gate_families.png
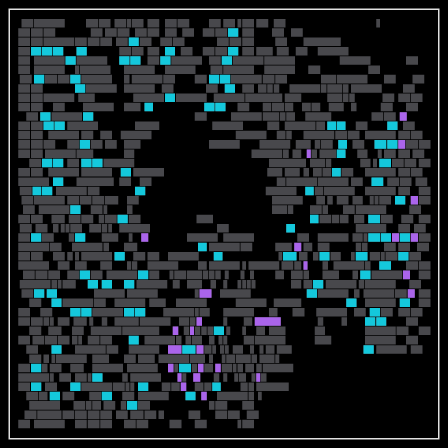
pins.png
Bar = 20 um. Pins as bars across the die edge, other pins in gray.
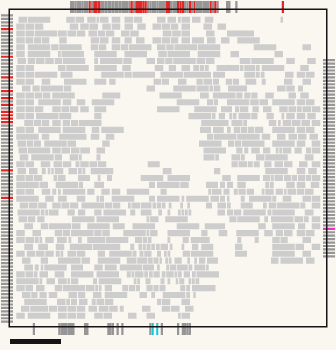
final_clocks.png
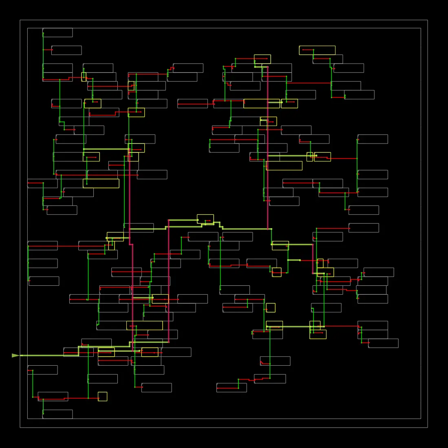
zoom.png
Bar = 5 um. Window x 52 to 72, y 77 to 97 um. Cells in gray, sequential cells in the stronger gray; small squares are vias.
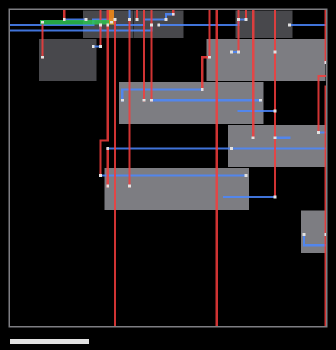
## src/rtl/lsu_mem_master.sv

```systemverilog
// Load/store initiator: formats one byte/half/word access for the data RAM port,
// holds it for MEM_LATENCY cycles and returns an extended load result or a misalignment error.
module lsu_mem_master #(
    parameter int unsigned MEM_LATENCY = 1
) (
    input  logic        clock,
    input  logic        reset,
    input  logic        req_valid,
    output logic        req_ready,
    input  logic        req_write,
    input  logic [31:0] req_addr,
    input  logic [31:0] req_wdata,
    input  logic [1:0]  req_size,
    input  logic        req_unsigned,
    output logic        resp_valid,
    output logic [31:0] resp_rdata,
    output logic        resp_misalign,
    output logic        mem_valid,
    output logic        mem_write_enable,
    output logic [31:0] mem_write_addr,
    output logic [31:0] mem_write_data,
    output logic [3:0]  mem_write_mask,
    output logic [31:0] mem_read_addr,
    input  logic [31:0] mem_read_data
);

    localparam logic [3:0] LAT_M1 = 4'(MEM_LATENCY - 1);

    typedef enum logic [1:0] {
        S_IDLE,
        S_ACCESS,
        S_RESP
    } state_t;

    state_t      r_state;
    logic [3:0]  r_cnt;
    logic        r_write;
    logic [1:0]  r_size;
    logic        r_unsigned;
    logic [1:0]  r_off;

    logic        r_req_ready;
    logic        r_resp_valid;
    logic [31:0] r_resp_rdata;
    logic        r_resp_misalign;
    logic        r_mem_valid;
    logic        r_mem_we;
    logic [31:0] r_mem_addr;
    logic [31:0] r_mem_wdata;
    logic [3:0]  r_mem_mask;

    logic [1:0]  w_off;
    logic        w_misalign;
    logic [3:0]  w_mask;
    logic [31:0] w_raw;
    logic [31:0] w_load;

    assign w_off      = req_addr[1:0];
    assign w_misalign = (req_size == 2'd3) ||
                        ((req_size == 2'd1) && w_off[0]) ||
                        ((req_size == 2'd2) && (w_off != 2'b00));
    assign w_raw      = mem_read_data >> {r_off, 3'b000};

    always_comb begin
        w_mask = 4'b1111;
        case (req_size)
            2'd0:    w_mask = 4'b0001 << w_off;
            2'd1:    w_mask = 4'b0011 << w_off;
            default: w_mask = 4'b1111;
        endcase
    end

    always_comb begin
        w_load = w_raw;
        case (r_size)
            2'd0:    w_load = {{24{~r_unsigned & w_raw[7]}}, w_raw[7:0]};
            2'd1:    w_load = {{16{~r_unsigned & w_raw[15]}}, w_raw[15:0]};
            default: w_load = w_raw;
        endcase
    end

    // The raw shifted word is extended as it is captured, so resp_rdata comes straight from a register.
    always_ff @(posedge clock or posedge reset) begin
        if (reset) begin
            r_state         <= S_IDLE;
            r_cnt           <= '0;
            r_write         <= 1'b0;
            r_size          <= '0;
            r_unsigned      <= 1'b0;
            r_off           <= '0;
            r_req_ready     <= 1'b1;
            r_resp_valid    <= 1'b0;
            r_resp_rdata    <= '0;
            r_resp_misalign <= 1'b0;
            r_mem_valid     <= 1'b0;
            r_mem_we        <= 1'b0;
            r_mem_addr      <= '0;
            r_mem_wdata     <= '0;
            r_mem_mask      <= '0;
        end else begin
            case (r_state)
                S_IDLE: begin
                    if (req_valid && r_req_ready) begin
                        r_write     <= req_write;
                        r_size      <= req_size;
                        r_unsigned  <= req_unsigned;
                        r_off       <= w_off;
                        r_req_ready <= 1'b0;
                        if (w_misalign) begin
                            r_state         <= S_RESP;
                            r_resp_valid    <= 1'b1;
                            r_resp_misalign <= 1'b1;
                            r_resp_rdata    <= '0;
                        end else begin
                            r_state     <= S_ACCESS;
                            r_cnt       <= LAT_M1;
                            r_mem_valid <= 1'b1;
                            r_mem_we    <= req_write && (LAT_M1 == 4'd0);
                            r_mem_addr  <= {req_addr[31:2], 2'b00};
                            r_mem_wdata <= req_wdata << {w_off, 3'b000};
                            r_mem_mask  <= w_mask;
                        end
                    end
                end
                S_ACCESS: begin
                    if (r_cnt == 4'd0) begin
                        r_state         <= S_RESP;
                        r_mem_valid     <= 1'b0;
                        r_mem_we        <= 1'b0;
                        r_mem_addr      <= '0;
                        r_mem_wdata     <= '0;
                        r_mem_mask      <= '0;
                        r_resp_valid    <= 1'b1;
                        r_resp_misalign <= 1'b0;
                        r_resp_rdata    <= r_write ? '0 : w_load;
                    end else begin
                        r_cnt    <= r_cnt - 4'd1;
                        r_mem_we <= r_write && (r_cnt == 4'd1);
                    end
                end
                S_RESP: begin
                    r_state         <= S_IDLE;
                    r_resp_valid    <= 1'b0;
                    r_resp_rdata    <= '0;
                    r_resp_misalign <= 1'b0;
                    r_req_ready     <= 1'b1;
                end
                default: begin
                    r_state     <= S_IDLE;
                    r_req_ready <= 1'b1;
                end
            endcase
        end
    end

    assign req_ready        = r_req_ready;
    assign resp_valid       = r_resp_valid;
    assign resp_rdata       = r_resp_rdata;
    assign resp_misalign    = r_resp_misalign;
    assign mem_valid        = r_mem_valid;
    assign mem_write_enable = r_mem_we;
    assign mem_write_addr   = r_mem_addr;
    assign mem_read_addr    = r_mem_addr;
    assign mem_write_data   = r_mem_wdata;
    assign mem_write_mask   = r_mem_mask;

endmodule

```

## config.mk

```make
export PLATFORM = sky130hd
export DESIGN_NAME = lsu_mem_master
export DESIGN_NICKNAME = d
export VERILOG_FILES = /design/src/rtl/lsu_mem_master.sv
export SDC_FILE = /design/constraint.sdc
export NUM_CORES = 1
export LEC_CHECK = 0
export CAP_MARGIN = 20
export CORE_MARGIN = 2
export CORE_UTILIZATION = 41
export CTS_BUF_LIST = sky130_fd_sc_hd__clkbuf_8
export DETAILED_ROUTE_END_ITERATION = 8
export HOLD_SLACK_MARGIN = 0.08
export PLACE_DENSITY = 0.81
export SLEW_MARGIN = 10
export SYNTH_ARGS = -nofsm -noshare
export SYNTH_HDL_FRONTEND = slang
export SYNTH_SLANG_ARGS = --single-unit
```

## constraint.sdc

```tcl
create_clock -name clock -period 3.29 [get_ports clock]
set_input_delay 0.329 -clock clock [delete_from_list [all_inputs] [get_ports clock]]
set_output_delay 0.329 -clock clock [all_outputs]
set_load 0.02 [all_outputs]
```

==> impl_metrics.py <==
# Flow results
metrics = {
    "logic_synthesis": {
        "synth-xor-area-share": 0,
        "aoi_share": 0.266,
        "synth.distinct_cells": 54,
        "syn_avg_cell_area_um2": 11.0,
        "ys_warn_count": 0,
        "synth_seq_share": 0.480,
        "synth_top_area_share": 0.476,
        "async_flop_share": 1.00,
        "yosys.area_share.simple": 0.0718,
    },
    "worst_setup_path": {
        "crit_type": "reg2reg",
        "path_depth": 6,
        "rr_endpoint": "resp_rdata[25]",
        "cp_slowest_cell": "or4_1",
        "rr_worst_depth": 6,
        "rr_startpoint": "r_state[0]",
    },
    "timing": {
        "setup_viol": 0,
        "worst_pin_slew_ns": 0.990,
        "setup_slack_ns": 0.561,
        "max_clock_freq_mhz": 366,
        "tns_ns": 0,
    },
    "power_and_ir_drop": {
        "p_clk_mw": 1.49,
        "combPwrFrac": 0.518,
        "power_density_nw_per_um2": 922,
    },
    "finish": {
        "syn_to_final_growth_pct": 44.1,
        "mostFrequentLayoutCell": "clkdlybuf4s50_1",
        "n_all_buffers": 245,
        "dominant_cells": "registers",
    },
    "routing": {
        "first_iter_violations": 319,
        "dr_wl_met3_um": 1670,
        "drt-met1-wl_um": 7100,
        "top_layer_used": "met4",
        "dr_wl_met2_um": 8950,
    },
    "worst_hold_path": {
        "hp-class": "in2reg",
        "holdPathStages": 3,
    },
    "global_route": {
        "grt_pass1_wl_um": 28900,
        "use_met1": 0.276,
    },
    "placed_design": {
        "dp_slack_ns": 0.477,
        "finalWeightedCongestion": 0.887,
        "dp.cells": 899,
        "dpl_cell_area_um2": 8170,
    },
    "cts": {
        "htreeDepth": 4,
        "clock_latency_ns": 0.44,
        "ctsHoldBuffers": 0,
    },
    "floorplan": {
        "floorplan.io_pins": 240,
        "fp_util": 0.415,
    },
    "outcome": {
        "status": "complete, no violations",
    },
}
Notes on gate_families.png above:
cyan -> AND-OR and OR-AND gates  # cells 103, most used a22o_1, where all over the die
purple -> NOR gates  # cells 26, most used nor2b_1

Notes on pins.png above:
magenta -> resp_valid  # pins 1, direction output, edge right
red -> mem_write_addr  # pins 32, direction output, edge 20 top, 12 left
cyan -> req_size  # pins 2, direction input, edge bottom
all pins by edge = 90 left, 68 top, 58 right, 24 bottom

Notes on final_clocks.png above:
cts bufs inserted: 17
CLK BUF: 17
Sink Count: 115

Notes on zoom.png above:
orange -> met4
blue -> met1
green -> met3
red -> met2
most frequent = dfrtp_1 (4), a22o_1 (2), clkdlybuf4s50_1 (2)
sequential cells in the window = 4
cells with their middle in the window = 8
netlist names of flops here include = mem_read_addr (4)

